<file path="src/rtl/rom_rr_arbiter_pkg.sv">
// Shared definitions for the ROM round-robin arbiter: default widths and FSM encoding.
// Encoding 2'd3 is unused and recovers to IDLE.
package rom_rr_arbiter_pkg;

  localparam int ADDR_W_DEF = 4;
  localparam int DATA_W_DEF = 4;

  typedef enum logic [1:0] {
    ST_IDLE = 2'd0,
    ST_READ = 2'd1,
    ST_DONE = 2'd2
  } state_e;

endpackage

</file>
<file path="src/rtl/rom_rr_arbiter_if.sv">
// Requester, response and ROM-side signals of the arbiter.
// slave = arbiter view, master = environment (requesters plus ROM).
interface rom_rr_arbiter_if
  import rom_rr_arbiter_pkg::*;
#(
  parameter int ADDR_W = ADDR_W_DEF,
  parameter int DATA_W = DATA_W_DEF
) ();

  logic              req0;
  logic [ADDR_W-1:0] addr0;
  logic              req1;
  logic [ADDR_W-1:0] addr1;
  logic              ack0;
  logic              ack1;
  logic [DATA_W-1:0] rdata;
  logic              busy;
  logic [ADDR_W-1:0] rom_addr;
  logic              rom_cs;
  logic              rom_rd_en;
  logic [DATA_W-1:0] rom_data;

  modport slave (
    input  req0, addr0, req1, addr1, rom_data,
    output ack0, ack1, rdata, busy, rom_addr, rom_cs, rom_rd_en
  );

  modport master (
    output req0, addr0, req1, addr1, rom_data,
    input  ack0, ack1, rdata, busy, rom_addr, rom_cs, rom_rd_en
  );

endinterface

</file>
<file path="src/rtl/rom_rr_arbiter_rr_arb2.sv">
// Combinational two-way round-robin pick: on a tie the requester that did
// not win last time is chosen.
module rr_arb2 (
  input  logic req0_i,
  input  logic req1_i,
  input  logic last_grant_i,
  output logic gnt_valid_o,
  output logic gnt_id_o
);

  always_comb begin
    gnt_valid_o = req0_i | req1_i;
    gnt_id_o    = 1'b0;
    if (req0_i && req1_i) begin
      gnt_id_o = ~last_grant_i;
    end else if (req1_i) begin
      gnt_id_o = 1'b1;
    end
  end

endmodule

</file>
<file path="src/rtl/rom_rr_arbiter.sv">
// Two-requester round-robin read sequencer in front of a shared async-read ROM.
// One read per grant: READ drives the ROM for one cycle, DONE returns data with an ack.
//
//   state | meaning
//   IDLE  | arbitrate; latch winner id and address on a grant
//   READ  | rom_cs/rom_rd_en high, capture rom_data at the edge
//   DONE  | ack pulse for the granted requester, rdata valid, reqs ignored
module rom_rr_arbiter
  import rom_rr_arbiter_pkg::*;
#(
  parameter int ADDR_W = ADDR_W_DEF,
  parameter int DATA_W = DATA_W_DEF
) (
  input  logic clk,
  input  logic rst,
  rom_rr_arbiter_if.slave bus
);

  state_e            state_q;
  logic [ADDR_W-1:0] addr_q;
  logic [DATA_W-1:0] rdata_q;
  logic              gnt_id_q;
  logic              last_grant_q;

  logic gnt_valid;
  logic gnt_id;

  rr_arb2 u_rr_arb2 (
    .req0_i       (bus.req0),
    .req1_i       (bus.req1),
    .last_grant_i (last_grant_q),
    .gnt_valid_o  (gnt_valid),
    .gnt_id_o     (gnt_id)
  );

  always_ff @(posedge clk) begin
    if (rst) begin
      state_q      <= ST_IDLE;
      addr_q       <= '0;
      rdata_q      <= '0;
      gnt_id_q     <= 1'b0;
      last_grant_q <= 1'b1;
    end else begin
      case (state_q)
        ST_IDLE: begin
          if (gnt_valid) begin
            gnt_id_q     <= gnt_id;
            last_grant_q <= gnt_id;
            addr_q       <= gnt_id ? bus.addr1 : bus.addr0;
            state_q      <= ST_READ;
          end
        end
        ST_READ: begin
          rdata_q <= bus.rom_data;
          state_q <= ST_DONE;
        end
        ST_DONE: begin
          state_q <= ST_IDLE;
        end
        default: begin
          state_q <= ST_IDLE;
        end
      endcase
    end
  end

  // Outputs decode registered state only, so no request reaches an output combinationally.
  assign bus.rom_cs    = (state_q == ST_READ);
  assign bus.rom_rd_en = (state_q == ST_READ);
  assign bus.rom_addr  = addr_q;
  assign bus.ack0      = (state_q == ST_DONE) && !gnt_id_q;
  assign bus.ack1      = (state_q == ST_DONE) &&  gnt_id_q;
  assign bus.rdata     = rdata_q;
  assign bus.busy      = (state_q != ST_IDLE);

endmodule

</file>
<file path="src/flat_wrapper.sv">
// flat-port wrapper written by rule: the top's interface ports become plain ports
module rom_rr_arbiter_flat import rom_rr_arbiter_pkg::*;
#(
  parameter int ADDR_W = ADDR_W_DEF,
  parameter int DATA_W = DATA_W_DEF
)
  (clk, rst, bus_req0, bus_addr0, bus_req1, bus_addr1, bus_rom_data, bus_ack0, bus_ack1, bus_rdata, bus_busy, bus_rom_addr, bus_rom_cs, bus_rom_rd_en);
  rom_rr_arbiter_if #(.ADDR_W(ADDR_W), .DATA_W(DATA_W)) bus_i ();
  input  logic clk;
  input  logic rst;
  input wire logic [$bits(bus_i.req0)-1:0] bus_req0;
  input wire logic [$bits(bus_i.addr0)-1:0] bus_addr0;
  input wire logic [$bits(bus_i.req1)-1:0] bus_req1;
  input wire logic [$bits(bus_i.addr1)-1:0] bus_addr1;
  input wire logic [$bits(bus_i.rom_data)-1:0] bus_rom_data;
  output wire logic [$bits(bus_i.ack0)-1:0] bus_ack0;
  output wire logic [$bits(bus_i.ack1)-1:0] bus_ack1;
  output wire logic [$bits(bus_i.rdata)-1:0] bus_rdata;
  output wire logic [$bits(bus_i.busy)-1:0] bus_busy;
  output wire logic [$bits(bus_i.rom_addr)-1:0] bus_rom_addr;
  output wire logic [$bits(bus_i.rom_cs)-1:0] bus_rom_cs;
  output wire logic [$bits(bus_i.rom_rd_en)-1:0] bus_rom_rd_en;
  assign bus_i.req0 = bus_req0;
  assign bus_i.addr0 = bus_addr0;
  assign bus_i.req1 = bus_req1;
  assign bus_i.addr1 = bus_addr1;
  assign bus_i.rom_data = bus_rom_data;
  assign bus_ack0 = bus_i.ack0;
  assign bus_ack1 = bus_i.ack1;
  assign bus_rdata = bus_i.rdata;
  assign bus_busy = bus_i.busy;
  assign bus_rom_addr = bus_i.rom_addr;
  assign bus_rom_cs = bus_i.rom_cs;
  assign bus_rom_rd_en = bus_i.rom_rd_en;
  rom_rr_arbiter #(.ADDR_W(ADDR_W), .DATA_W(DATA_W)) u_core (.clk(clk), .rst(rst), .bus(bus_i));
endmodule
</file>
<file path="config.mk">
export PLATFORM = sky130hd
export DESIGN_NAME = rom_rr_arbiter_flat
export DESIGN_NICKNAME = d
export VERILOG_FILES = /design/src/rtl/rom_rr_arbiter_pkg.sv /design/src/rtl/rom_rr_arbiter_if.sv /design/src/rtl/rom_rr_arbiter_rr_arb2.sv /design/src/rtl/rom_rr_arbiter.sv /design/src/flat_wrapper.sv
export SDC_FILE = /design/constraint.sdc
export NUM_CORES = 1
export LEC_CHECK = 0
export CAP_MARGIN = 20
export CORE_MARGIN = 8
export CORE_UTILIZATION = 39
export CTS_CLUSTER_SIZE = 40
export DETAILED_ROUTE_END_ITERATION = 10
export PLACE_DENSITY_LB_ADDON = 0.05
export RECOVER_POWER = 25
export SYNTH_ARGS = -nofsm -noshare
export SYNTH_HDL_FRONTEND = slang
export SYNTH_HIERARCHICAL = 1
export SYNTH_SLANG_ARGS = --single-unit
export TNS_END_PERCENT = 30
</file>
<file path="constraint.sdc">
create_clock -name clk -period 2.75 [get_ports clk]
set_input_delay 0.825 -clock clk [delete_from_list [all_inputs] [get_ports clk]]
set_output_delay 0.825 -clock clk [all_outputs]
set_load 0.01 [all_outputs]
</file>
==> impl_metrics.ini <==
; yosys + openroad results
[global_route]
grt_use_met3_pct = 6.16
busiest_layer = met2
antenna_found_initial = 0
grt_util_met2_pct = 18.0
grt_max_degree = 14
grt_pass1_wl_um = 1870
grt_pass1_vias = 431

[routing]
drc_errors = 0
drtIter0Drc = 6
drt-met1-wl_um = 441
firstDrtPassIters = 2
met3_length_um = 95
top_layer = met3
vias = 453
post_drt_wl_per_cell_um = 12.9

[synthesis]
ys_sh_simple_pct = 20.2
synthAdderAreaFrac_pct = 0
top_cells_by_count = dfxtp_1, nor2_1, mux2i_1
synth_flops = 12
synth_cells = 52
syn_area_um2 = 532
ys_types = 21
synth.area.top_cells = dfxtp_1, mux2i_1, nor2_1
top_area_share_pct = 45.2
yosysTopAreaCell = dfxtp_1
syn_area_per_cell_um2 = 10.2
edf_count = 0
ys_sh_aoi_pct = 10.8
ys_cells = 52
postSynthSeqShare_pct = 45.2
fp_nets = 68
logic_family = simple AND/OR/NAND/NOR gates
synth-main-ff-cell = dfxtp_1

[pwr]
p_leak_nw = 0.351
vdd_drop_max_v = 0.000385
power.switching_mw = 0.105
internal_power_mw = 0.312
pwr-share-comb_pct = 28.2
power.density_nw_per_um2 = 499

[timing]
finalHoldViolCount = 0
slew_headroom_pct = 65.7
rsz0062_at_grt = false
tightest_slew_ps = 513
finalClockSkew_ps = 2.29
finalSetupViolCount = 0
fin_crit_sh_pct = 87.0
holdWs_ps = 496

[critical_path]
cp.arrival_ps = 1570
path_delay_family = buffers and inverters
critical_path_class = flip-flop to output port
cp_slowest_stage_delay_ps = 540
path_buffers = 2
cp_max_fo = 6
cp_slowest_cell = clkdlybuf4s50_1
critPathRequiredTime_ps = 1930
end_kind = output port

[place]
dpl_cell_area_um2 = 813
placed_cells = 92
finalWeightedCongestion = 0.654
hpwl_um = 1010
io_buffers = 28

[layout]
logic_area_um2 = 255
drive_gt1_share_pct = 13.8
fill_cells = 121
fin_util_pct = 65.0
fin_cells = 95
antenna_cells = 0

[cts]
cts_inserted_buffers = 3
clockBufferDepth = 2
htree_levels = 1
root_buffer = clkbuf_4
hold_buffers = 0
cts_tree = done
cts_resized = 0
clkSlewWorstSetupHoldPaths_ps = 60

[floorplanning]
core_util_floorplan_pct = 41.4
die-area_um2 = 2800
chipHeight_um = 52.9
ios = 29

[run_status]
status = finished, final reports clean
-- cell type report --
class                           count  area share (%)
Tap cell                           15            2.25
Inverter                            1           0.449
Sequential cell                    12            28.7
Clock buffer                        3            2.69
Multi-Input combinational cell     34            30.5
Timing Repair Buffer               30            35.3
-- final timing paths --
check	startpoint	endpoint	slack, ps	cells after the start
max	u_core/state_q[0]$_SDFFE_PP0P_	bus_rom_rd_en	360	3
min	u_core/bus.rdata[3]$_SDFFE_PP0N_	u_core/bus.rdata[3]$_SDFFE_PP0N_	500	2
max reg2reg	u_core/state_q[0]$_SDFFE_PP0P_	u_core/bus.rom_addr[2]$_SDFFE_PP0P_	1550	4
min reg2reg	u_core/bus.rdata[3]$_SDFFE_PP0N_	u_core/bus.rdata[3]$_SDFFE_PP0N_	500	2
-- power groups by stage --
stage               registers [mW]  logic (mW)  clock network (mW)
finish                       0.200       0.118              0.0995
global placement             0.204       0.118                   0
CTS                          0.200       0.120               0.108
global route                 0.201       0.127               0.115
detailed placement           0.204       0.119                   0
floorplan                    0.208      0.0572                   0
-- placed cells by master (no fill, tap or decap) --
| cell type | n |
|---|---|
| a211oi_2 | 3 |
| dfxtp_1 | 12 |
| nor2b_1 | 1 |
| inv_1 | 1 |
| a211oi_1 | 1 |
| and3b_2 | 1 |
| a21oi_1 | 1 |
| or2_1 | 1 |
| buf_4 | 2 |
| nor3b_1 | 1 |
| clkbuf_4 | 3 |
| dlygate4sd3_1 | 1 |
| a21boi_1 | 1 |
| mux2i_1 | 9 |
| clkdlybuf4s50_1 | 27 |
| or2_2 | 1 |
| nor2_1 | 11 |
| nand2b_1 | 1 |
| nor3_1 | 1 |
| nor3b_4 | 1 |
Fig. 1: placement by cell class
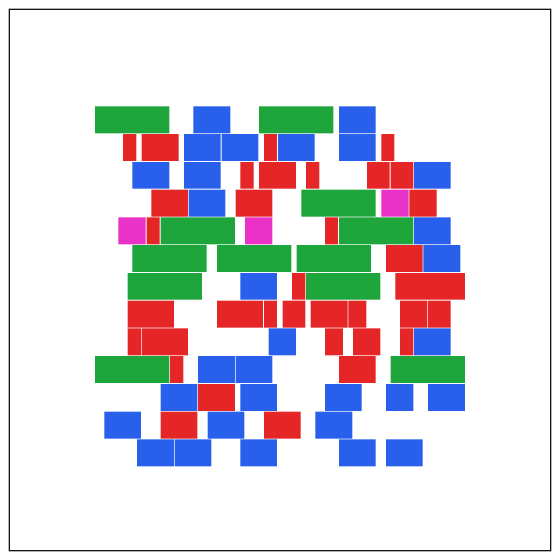
| class | colour | cells |
|---|---|---|
| cells driving clock nets | magenta | 3 |
| all other logic | red | 35 |
| flops | green | 12 |
| other buffers and delay cells | blue | 30 |
Core Region: 1280 um^2
Design Area, Final: 836 um^2

Fig. 2: clock distribution
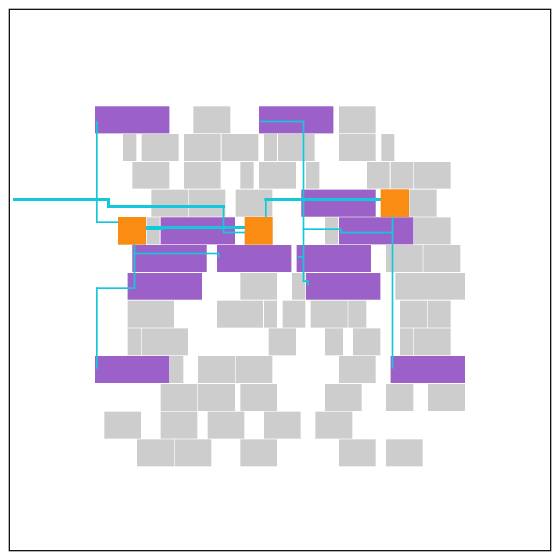
[clock wires] cyan | length: 142 um
[flip-flops] purple | count: 12
[cells driving clock nets] orange | count: 3
routed clock nets: 4
Clk power: 0.0995 mW
Late-Pin Clk Latency: 260 ps

Power is estimated from default activity; no workload was simulated.
